### src/rtl/multicycle_main_control_if.sv
// Control bus between the multicycle main control FSM and the MIPS datapath.
// The control FSM sits on the master side; the datapath sits on the slave side.
interface multicycle_main_control_if;
  logic [5:0] op;
  logic       zero;
  logic       mem_ready;
  logic       IorD;
  logic       MemWrite;
  logic       IRWrite;
  logic       RegDst;
  logic       MemtoReg;
  logic       RegWrite;
  logic       ALUSrcA;
  logic [1:0] ALUSrcB;
  logic [1:0] ALUOp;
  logic [1:0] PCSrc;
  logic       pc_en;
  logic       illegal;
  logic [3:0] state;

  modport master (
    input  op, zero, mem_ready,
    output IorD, MemWrite, IRWrite, RegDst, MemtoReg, RegWrite,
           ALUSrcA, ALUSrcB, ALUOp, PCSrc, pc_en, illegal, state
  );

  modport slave (
    output op, zero, mem_ready,
    input  IorD, MemWrite, IRWrite, RegDst, MemtoReg, RegWrite,
           ALUSrcA, ALUSrcB, ALUOp, PCSrc, pc_en, illegal, state
  );
endinterface

### src/rtl/multicycle_main_control.sv
// Moore main control FSM for the multicycle MIPS datapath (R, lw, sw, beq, addi, j).
// Outputs decode from the state register; only enables and pc_en see mem_ready, zero and rst.
module multicycle_main_control (
  input  logic                           clk,
  input  logic                           rst,
  multicycle_main_control_if.master      bus
);

  localparam logic [5:0] OP_R    = 6'b000000;
  localparam logic [5:0] OP_LW   = 6'b100011;
  localparam logic [5:0] OP_SW   = 6'b101011;
  localparam logic [5:0] OP_BEQ  = 6'b000100;
  localparam logic [5:0] OP_ADDI = 6'b001000;
  localparam logic [5:0] OP_J    = 6'b000010;

  typedef enum logic [3:0] {
    S_FETCH   = 4'd0,
    S_DECODE  = 4'd1,
    S_MEMADR  = 4'd2,
    S_MEMRD   = 4'd3,
    S_MEMWB   = 4'd4,
    S_MEMWR   = 4'd5,
    S_EXECUTE = 4'd6,
    S_ALUWB   = 4'd7,
    S_BRANCH  = 4'd8,
    S_ADDIEX  = 4'd9,
    S_ADDIWB  = 4'd10,
    S_JUMP    = 4'd11
  } state_t;

  state_t state_q, state_d;

  always_ff @(posedge clk) begin
    if (rst) state_q <= S_FETCH;
    else     state_q <= state_d;
  end

  // Unreachable encodings 12-15 fall into the default arm and recover to FETCH.
  always_comb begin
    state_d = S_FETCH;
    case (state_q)
      S_FETCH:   state_d = bus.mem_ready ? S_DECODE : S_FETCH;
      S_DECODE: begin
        case (bus.op)
          OP_LW, OP_SW: state_d = S_MEMADR;
          OP_R:         state_d = S_EXECUTE;
          OP_BEQ:       state_d = S_BRANCH;
          OP_ADDI:      state_d = S_ADDIEX;
          OP_J:         state_d = S_JUMP;
          default:      state_d = S_FETCH;
        endcase
      end
      S_MEMADR:  state_d = (bus.op == OP_LW) ? S_MEMRD : S_MEMWR;
      S_MEMRD:   state_d = bus.mem_ready ? S_MEMWB : S_MEMRD;
      S_MEMWB:   state_d = S_FETCH;
      S_MEMWR:   state_d = bus.mem_ready ? S_FETCH : S_MEMWR;
      S_EXECUTE: state_d = S_ALUWB;
      S_ALUWB:   state_d = S_FETCH;
      S_BRANCH:  state_d = S_FETCH;
      S_ADDIEX:  state_d = S_ADDIWB;
      S_ADDIWB:  state_d = S_FETCH;
      S_JUMP:    state_d = S_FETCH;
      default:   state_d = S_FETCH;
    endcase
  end

  logic       iord_d, memwrite_d, irwrite_d, regdst_d, memtoreg_d, regwrite_d;
  logic       alusrca_d, pcwrite_d, branch_d, illegal_d, op_legal;
  logic [1:0] alusrcb_d, aluop_d, pcsrc_d;

  always_comb begin
    case (bus.op)
      OP_R, OP_LW, OP_SW, OP_BEQ, OP_ADDI, OP_J: op_legal = 1'b1;
      default:                                   op_legal = 1'b0;
    endcase
  end

  always_comb begin
    iord_d     = 1'b0;
    memwrite_d = 1'b0;
    irwrite_d  = 1'b0;
    regdst_d   = 1'b0;
    memtoreg_d = 1'b0;
    regwrite_d = 1'b0;
    alusrca_d  = 1'b0;
    alusrcb_d  = 2'b00;
    aluop_d    = 2'b00;
    pcsrc_d    = 2'b00;
    pcwrite_d  = 1'b0;
    branch_d   = 1'b0;
    illegal_d  = 1'b0;
    case (state_q)
      S_FETCH: begin
        alusrcb_d = 2'b01;
        irwrite_d = bus.mem_ready;
        pcwrite_d = bus.mem_ready;
      end
      S_DECODE: begin
        alusrcb_d = 2'b11;
        illegal_d = ~op_legal;
      end
      S_MEMADR: begin
        alusrca_d = 1'b1;
        alusrcb_d = 2'b10;
      end
      S_MEMRD:  iord_d = 1'b1;
      S_MEMWB: begin
        memtoreg_d = 1'b1;
        regwrite_d = 1'b1;
      end
      S_MEMWR: begin
        iord_d     = 1'b1;
        memwrite_d = 1'b1;
      end
      S_EXECUTE: begin
        alusrca_d = 1'b1;
        aluop_d   = 2'b10;
      end
      S_ALUWB: begin
        regdst_d   = 1'b1;
        regwrite_d = 1'b1;
      end
      S_BRANCH: begin
        alusrca_d = 1'b1;
        aluop_d   = 2'b01;
        pcsrc_d   = 2'b01;
        branch_d  = 1'b1;
      end
      S_ADDIEX: begin
        alusrca_d = 1'b1;
        alusrcb_d = 2'b10;
      end
      S_ADDIWB: regwrite_d = 1'b1;
      S_JUMP: begin
        pcsrc_d   = 2'b10;
        pcwrite_d = 1'b1;
      end
      default: ;
    endcase
  end

  // Reset must kill every side-effecting strobe in the same cycle it is raised.
  assign bus.IorD     = iord_d;
  assign bus.MemWrite = memwrite_d & ~rst;
  assign bus.IRWrite  = irwrite_d & ~rst;
  assign bus.RegDst   = regdst_d;
  assign bus.MemtoReg = memtoreg_d;
  assign bus.RegWrite = regwrite_d & ~rst;
  assign bus.ALUSrcA  = alusrca_d;
  assign bus.ALUSrcB  = alusrcb_d;
  assign bus.ALUOp    = aluop_d;
  assign bus.PCSrc    = pcsrc_d;
  assign bus.pc_en    = (pcwrite_d | (branch_d & bus.zero)) & ~rst;
  assign bus.illegal  = illegal_d & ~rst;
  assign bus.state    = state_q;

endmodule
### src/flat_wrapper.sv
// flat-port wrapper written by rule: the top's interface ports become plain ports
module multicycle_main_control_flat 
  (clk, rst, bus_op, bus_zero, bus_mem_ready, bus_IorD, bus_MemWrite, bus_IRWrite, bus_RegDst, bus_MemtoReg, bus_RegWrite, bus_ALUSrcA, bus_ALUSrcB, bus_ALUOp, bus_PCSrc, bus_pc_en, bus_illegal, bus_state);
  multicycle_main_control_if bus_i ();
  input  logic clk;
  input  logic rst;
  input wire logic [$bits(bus_i.op)-1:0] bus_op;
  input wire logic [$bits(bus_i.zero)-1:0] bus_zero;
  input wire logic [$bits(bus_i.mem_ready)-1:0] bus_mem_ready;
  output wire logic [$bits(bus_i.IorD)-1:0] bus_IorD;
  output wire logic [$bits(bus_i.MemWrite)-1:0] bus_MemWrite;
  output wire logic [$bits(bus_i.IRWrite)-1:0] bus_IRWrite;
  output wire logic [$bits(bus_i.RegDst)-1:0] bus_RegDst;
  output wire logic [$bits(bus_i.MemtoReg)-1:0] bus_MemtoReg;
  output wire logic [$bits(bus_i.RegWrite)-1:0] bus_RegWrite;
  output wire logic [$bits(bus_i.ALUSrcA)-1:0] bus_ALUSrcA;
  output wire logic [$bits(bus_i.ALUSrcB)-1:0] bus_ALUSrcB;
  output wire logic [$bits(bus_i.ALUOp)-1:0] bus_ALUOp;
  output wire logic [$bits(bus_i.PCSrc)-1:0] bus_PCSrc;
  output wire logic [$bits(bus_i.pc_en)-1:0] bus_pc_en;
  output wire logic [$bits(bus_i.illegal)-1:0] bus_illegal;
  output wire logic [$bits(bus_i.state)-1:0] bus_state;
  assign bus_i.op = bus_op;
  assign bus_i.zero = bus_zero;
  assign bus_i.mem_ready = bus_mem_ready;
  assign bus_IorD = bus_i.IorD;
  assign bus_MemWrite = bus_i.MemWrite;
  assign bus_IRWrite = bus_i.IRWrite;
  assign bus_RegDst = bus_i.RegDst;
  assign bus_MemtoReg = bus_i.MemtoReg;
  assign bus_RegWrite = bus_i.RegWrite;
  assign bus_ALUSrcA = bus_i.ALUSrcA;
  assign bus_ALUSrcB = bus_i.ALUSrcB;
  assign bus_ALUOp = bus_i.ALUOp;
  assign bus_PCSrc = bus_i.PCSrc;
  assign bus_pc_en = bus_i.pc_en;
  assign bus_illegal = bus_i.illegal;
  assign bus_state = bus_i.state;
  multicycle_main_control u_core (.clk(clk), .rst(rst), .bus(bus_i));
endmodule
### config.mk
export PLATFORM = sky130hd
export DESIGN_NAME = multicycle_main_control_flat
export DESIGN_NICKNAME = d
export VERILOG_FILES = /design/src/rtl/multicycle_main_control_if.sv /design/src/rtl/multicycle_main_control.sv /design/src/flat_wrapper.sv
export SDC_FILE = /design/constraint.sdc
export NUM_CORES = 1
export LEC_CHECK = 0
export ABC_AREA = 1
export CAP_MARGIN = 20
export CORE_AREA = 5 5 42 44
export CTS_BUF_LIST = sky130_fd_sc_hd__clkbuf_16
export DETAILED_ROUTE_END_ITERATION = 16
export DIE_AREA = 0 0 47 49
export PLACE_DENSITY = 0.92
export SLEW_MARGIN = 20
export SYNTH_ARGS = -nofsm -noshare
export SYNTH_HDL_FRONTEND = slang
export SYNTH_SLANG_ARGS = --single-unit
### constraint.sdc
create_clock -name clk -period 2.1 [get_ports clk]
set_clock_uncertainty 0.1 [all_clocks]
set_input_delay 0.42 -clock clk [delete_from_list [all_inputs] [get_ports clk]]
set_output_delay 0.42 -clock clk [all_outputs]
set_load 0.05 [all_outputs]
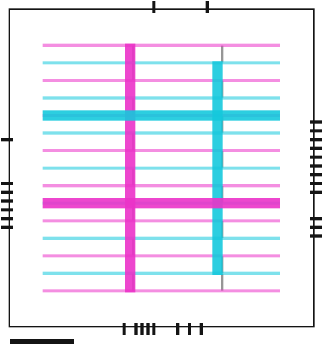
Run 1: floorplan with the power grid
Scale bar: 10 microns. Pins as bars on the die edge. Tap cells in gray.
Key: cyan = VDD; magenta = VSS
2 straps on met5. 16 tap cells. 2 straps on met4.

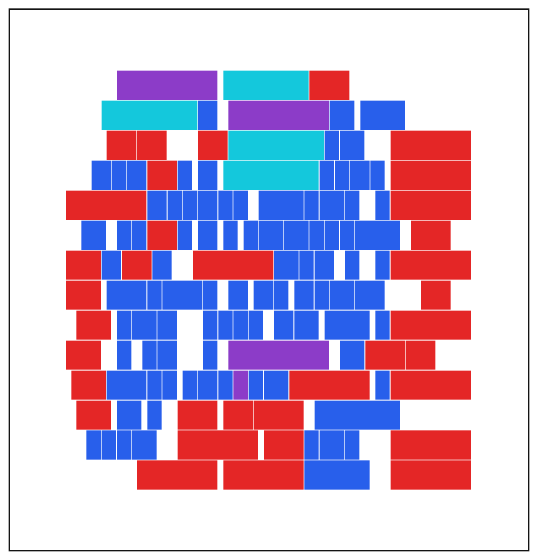
Run 1: cell classes on the final placement
Key: purple = clock drivers and dummy loads [cells 4, share of their area 7.0%]; blue = all other logic [cells 92, share of their area 43%]; red = other buffers and delay cells [cells 35, share of their area 41%]; cyan = flip-flops [cells 4, share of their area 8.2%]

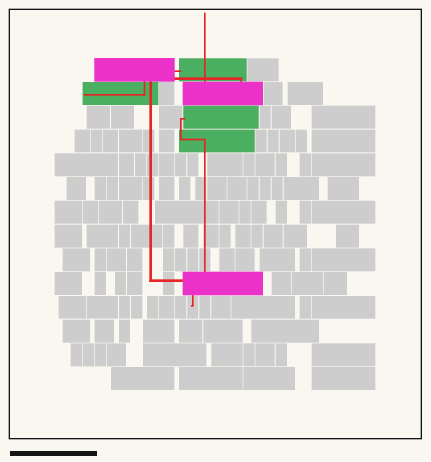
Run 1: clock distribution
Scale bar: 10 microns.
Key: magenta = cells driving clock nets [count 3]; red = clock wires [length 99.9 microns]; green = flip-flops [count 4]
Position of the flops: top middle. There are 4 routed clock nets.
clock power share: 0.609
Insertion Delay late pin: 0.23 ns
clock group power: 0.000307 W

==> results.sh, run 1 <==
# yosys + openroad results
export IMPL_vias=739
export IMPL_synth_cells=98
export IMPL_yosys_stat_chipArea_sq_um=515.5
export IMPL_p_leak_nw=0.5907
export IMPL_fp_dieW_microns=47
export IMPL_gp_congestion=0.8999
export IMPL_setup_viol=0
export IMPL_numSynthFlops=4
export IMPL_grt_max_degree=8
export IMPL_power_total_w=0.0005036
export IMPL_area_delta_synth_final_pct=121.6
export IMPL_avgSynthCellArea_sq_um=5.260
export IMPL_utilization=0.8152
export IMPL_synth_xor_area_share=0
export IMPL_seq_power_share=0.158
export IMPL_placed_area_sq_mm=0.001049
export IMPL_hp_class="register to register"
export IMPL_synth_stat_cells=98
export IMPL_aoi_share=0.08495
export IMPL_critPathKind="input pin to output port"
export IMPL_netSwitchingPower_w=0.0001315
export IMPL_nets=146
export IMPL_io_buffers=28
export IMPL_logic_area_sq_um=411.6
export IMPL_largest_reg_flops=4
export IMPL_dpl_worst_slack_ns=-0.1398
export IMPL_arrival_ns=1.50
export IMPL_yosysWarnings=0
export IMPL_drive_above_1_share=0.4148
export IMPL_whs_path_depth=3
export IMPL_drc=0
export IMPL_cts_buffers=3
export IMPL_tightest_slew_ns=0.5010
export IMPL_fmax_mhz=494.1
export IMPL_boundaryPins=29
export IMPL_ys_sh_mux=0
export IMPL_grt_usage=0.1758
export IMPL_warning_count=27
export IMPL_status="finished clean"
export IMPL_post_cts_buffers=0
export IMPL_ys_seq_frac=0.1553
export IMPL_diodes=0
export IMPL_max_slew_margin=0.6650
export IMPL_maxCapViolations=0
export IMPL_clkTransAtPathRegs_ns=0.03
export IMPL_synth_nets=108
export IMPL_viasPerCell=4.894
export IMPL_register_area_sq_um=92.59
export IMPL_drtIter0Drc=20
export IMPL_antenna_found_initial=0
export IMPL_r2r_end="u_core.bus.state[0]$_SDFF_PP0_"
export IMPL_ys_top_logic_family="simple AND/OR/NAND/NOR gates"
export IMPL_rows=14
export IMPL_grt_pass1_wl_microns=3022
export IMPL_grt_ovfl_total=0
export IMPL_crit_fanout=6
export IMPL_first_global_vias=742
export IMPL_ctsHoldBuffers=0
export IMPL_finalHoldViolCount=0
export IMPL_fp_dieH_microns=49
export IMPL_peakVddDrop_v=0.0007836
export IMPL_synth_cell_types=19
export IMPL_hpwl_microns=1484
export IMPL_rsz0062_at_grt="no"
export IMPL_crit_required_ns=1.58
export IMPL_lay_top_count="nand2_1"
export IMPL_firstDrtPassIters=4
export IMPL_finalMaxSlewViolations=0
export IMPL_worstHoldStart="u_core.bus.state[1]$_SDFF_PP0_"
export IMPL_cts_tree="built"
export IMPL_dieArea_sq_mm=0.002303
export IMPL_ctsLongestPathBuffers=2
export IMPL_wl_per_cell_microns=11.98
[run 1: metrics by stage]
| step | instances | hold slack (ns) |
|---|---|---|
| floorplan | 98 | 0.5849 |
| global placement | 147 | 0.5136 |
| detailed placement | 147 | 0.5101 |
| CTS | 151 | 0.5162 |
| global route | 151 | 0.5482 |
| finish | 151 | 0.5208 |
[run 1: layer usage]
layer	up-vias	track usage	share of wire
met4	0	0.09677	0.021
met5	-	0	0
li1	383	-	-
met1	318	0.1685	0.34
met2	34	0.3235	0.55
met3	4	0.03321	0.082
[run 1: layout make-up]
type,instances,share of cell area
timing repair buffer,35,0.4053
clock inverter,1,0.003286
multi-input combinational,73,0.3603
tap,16,0.01752
sequential,4,0.08105
inverter,19,0.06681
clock buffer,3,0.06572
[run 1: synth_stat cells (all sizes together)]
| cell type | number | area share |
|---|---|---|
| o21ai | 3 | 0.029 |
| buf | 2 | 0.022 |
| nand3 | 15 | 0.16 |
| nor3 | 1 | 0.019 |
| o21bai | 1 | 0.015 |
| dfxtp | 4 | 0.16 |
| a21oi | 3 | 0.029 |
| a31oi | 1 | 0.012 |
| nand2 | 23 | 0.18 |
| nand4 | 1 | 0.012 |
| inv | 19 | 0.14 |
| nor2 | 25 | 0.23 |
[run 1: repair_timing]
| item | 4_1_cts | 5_1_grt |
|---|---|---|
| setup endpoints to repair | 1 | 2 |
| pin swaps | 2 | 2 |
| resized | 12 | 1 |
[run 1: kinds of logic (layout without fill, tap and decap cells)]
| group | count (synthesis) | count (layout) |
|---|---|---|
| simple gates | 65 | 65 |
| compound gates | 8 | 8 |
| buf+inv | 21 | 58 |
| flops | 4 | 4 |
[run 1: power by group through the flow]
| stage | clock network, W | registers (W) | logic [W] |
|---|---|---|---|
| 2_1_floorplan | 0 | 0.0000859 | 0.0000538 |
| 3_3_place_gp | 0 | 0.0000804 | 0.000114 |
| 3_5_place_dp | 0 | 0.0000806 | 0.000118 |
| 4_1_cts | 0.000311 | 0.0000798 | 0.000117 |
| 5_1_grt | 0.000319 | 0.0000799 | 0.000124 |
| 6_report | 0.000307 | 0.0000797 | 0.000117 |
[run 1: worst max path at each step]
stage | depth (start not counted) | startpoint | slack (ns) | end
2_1_floorplan | 5 | u_core.bus.state[1]$_SDFF_PP0_ | -0.04 | bus_pc_en
3_3_place_gp | 8 | bus_op[3] | -0.07 | bus_illegal
3_5_place_dp | 8 | bus_op[1] | -0.14 | bus_illegal
4_1_cts | 4 | bus_mem_ready | 0.03 | bus_IRWrite
5_1_grt | 9 | bus_op[2] | 0.02 | bus_illegal
6_report | 4 | rst | 0.08 | bus_RegWrite
[run 1: critical path, stage by stage]
cell	delay [ns]
clkdlybuf4s50_1	0.68
o21bai_1	0.17
inv_1	0.08
buf_12	0.15
Run 1, clock wiring as the flow saved it:
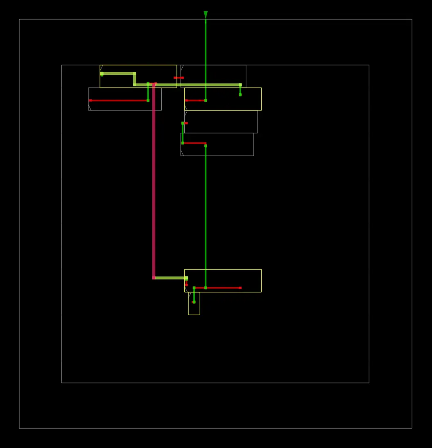

## Run 2: what changed since run 1
Settings changed: DONT_BUFFER_PORTS set to 1, PLACE_DENSITY 0.92 to 0.64.
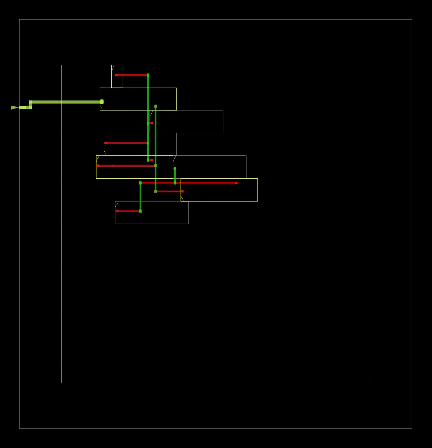
Run 2: clock wiring as the flow saved it
clock buffer count: 3
Num CTS Buffers: 3
sequential cell count: 4

==> results.sh, run 2 <==
# yosys + openroad results
export IMPL_grt_ovfl_total=0
export IMPL_aoi_share=0.08495
export IMPL_max_slew_margin=0.7175
export IMPL_finalHoldViolCount=0
export IMPL_status="finished clean"
export IMPL_p_leak_nw=0.4339
export IMPL_cp_num_cells=6
export IMPL_cts_tree="built"
export IMPL_netSwitchingPower_w=0.0001067
export IMPL_arrival_ns=1.48
export IMPL_wl_per_cell_microns=11.35
export IMPL_hp_class="input pin to register"
export IMPL_synth_nets=108
export IMPL_critPathKind="register to output port"
export IMPL_crit_family="flip-flops"
export IMPL_gp_congestion=0.9313
export IMPL_maxCapViolations=0
export IMPL_synth_xor_area_share=0
export IMPL_grt_pass1_wl_microns=2594
export IMPL_ys_seq_frac=0.1553
export IMPL_warning_count=27
export IMPL_crit_required_ns=1.58
export IMPL_power_total_w=0.0004503
export IMPL_whs_path_depth=1
export IMPL_area_delta_synth_final_pct=51.70
export IMPL_setup_viol=0
export IMPL_ys_sh_mux=0
export IMPL_tightest_slew_ns=0.4233
export IMPL_topCellsByArea="dfxtp_1, nand2_1, nor2_1, nand3_1, inv_1"
export IMPL_slowest_delay_ns=0.41
export IMPL_boundaryPins=29
export IMPL_synth_edff_count=0
export IMPL_synth_cell_types=19
export IMPL_clkTransAtPathRegs_ns=0.03
export IMPL_peakVddDrop_v=0.0006091
export IMPL_drc=0
export IMPL_ys_top_logic_family="simple AND/OR/NAND/NOR gates"
-- run 2: cell counts after synthesis --
No cell type changed its count.
-- run 2: power by group through the flow --
stage / clock [W] / combinational (W) / sequential, W
after floorplan: 0 / 0.0000538 / 0.0000859
after global placement: 0 / 0.0000686 / 0.0000865
after detailed placement: 0 / 0.0000688 / 0.0000866
after CTS: 0.000303 / 0.0000688 / 0.0000855
after global routing: 0.000309 / 0.0000743 / 0.0000848
final: 0.000297 / 0.0000688 / 0.0000842
-- run 2: final cells by class --
type	instances	area [sq um]
clock buffers	3	75.07
flip-flops and latches	4	95.09
inverters	19	76.32
well taps	16	20.02
fillers	140	619.3
clock inverters	1	3.754
repair buffers	11	120.1
multi-input cells	73	391.6
-- run 2: logic make-up (layout without fill, tap and decap cells) --
logic type,count (synthesis),after routing
and+or+nand+nor,65,65
DFF,4,4
buffers and inverters,21,34
AOI/OAI and AO/OA,8,8
-- run 2: final timing paths --
path,start,slack (ns),end
max,u_core.bus.state[1]$_SDFF_PP0_,0.1,bus_pc_en
min,rst,0.16,u_core.bus.state[3]$_SDFF_PP0_
max reg2reg,u_core.bus.state[0]$_SDFF_PP0_,0.75,u_core.bus.state[1]$_SDFF_PP0_
min reg2reg,u_core.bus.state[1]$_SDFF_PP0_,0.63,u_core.bus.state[3]$_SDFF_PP0_
-- run 2: per-stage QoR --
stage          setup WS, ns    util  cell area [sq um]  std cells  hold WS, ns
6_report            0.09955  0.5580              782.0        127       0.1567
5_1_grt             0.01397  0.5580              782.0        127       0.1567
4_1_cts             0.06282  0.5563              779.5        127       0.1552
3_5_place_dp         0.2961  0.5000              700.7        123       0.3841
3_3_place_gp         0.3371  0.5000              700.7        123       0.3840
2_1_floorplan      -0.03823       -              571.8         98       0.5849
-- run 2: per-layer routing --
| layer | vias up | GRT usage | part of all wire |
|---|---|---|---|
| li1 | 329 | - | - |
| met1 | 265 | 0.1890 | 0.42 |
| met2 | 19 | 0.2330 | 0.50 |
| met3 | 0 | 0.03321 | 0.081 |
| met4 | 0 | 0.01843 | 0 |
| met5 | - | 0 | 0 |
Power figures rest on the tool's default switching activity, not on a simulated workload.
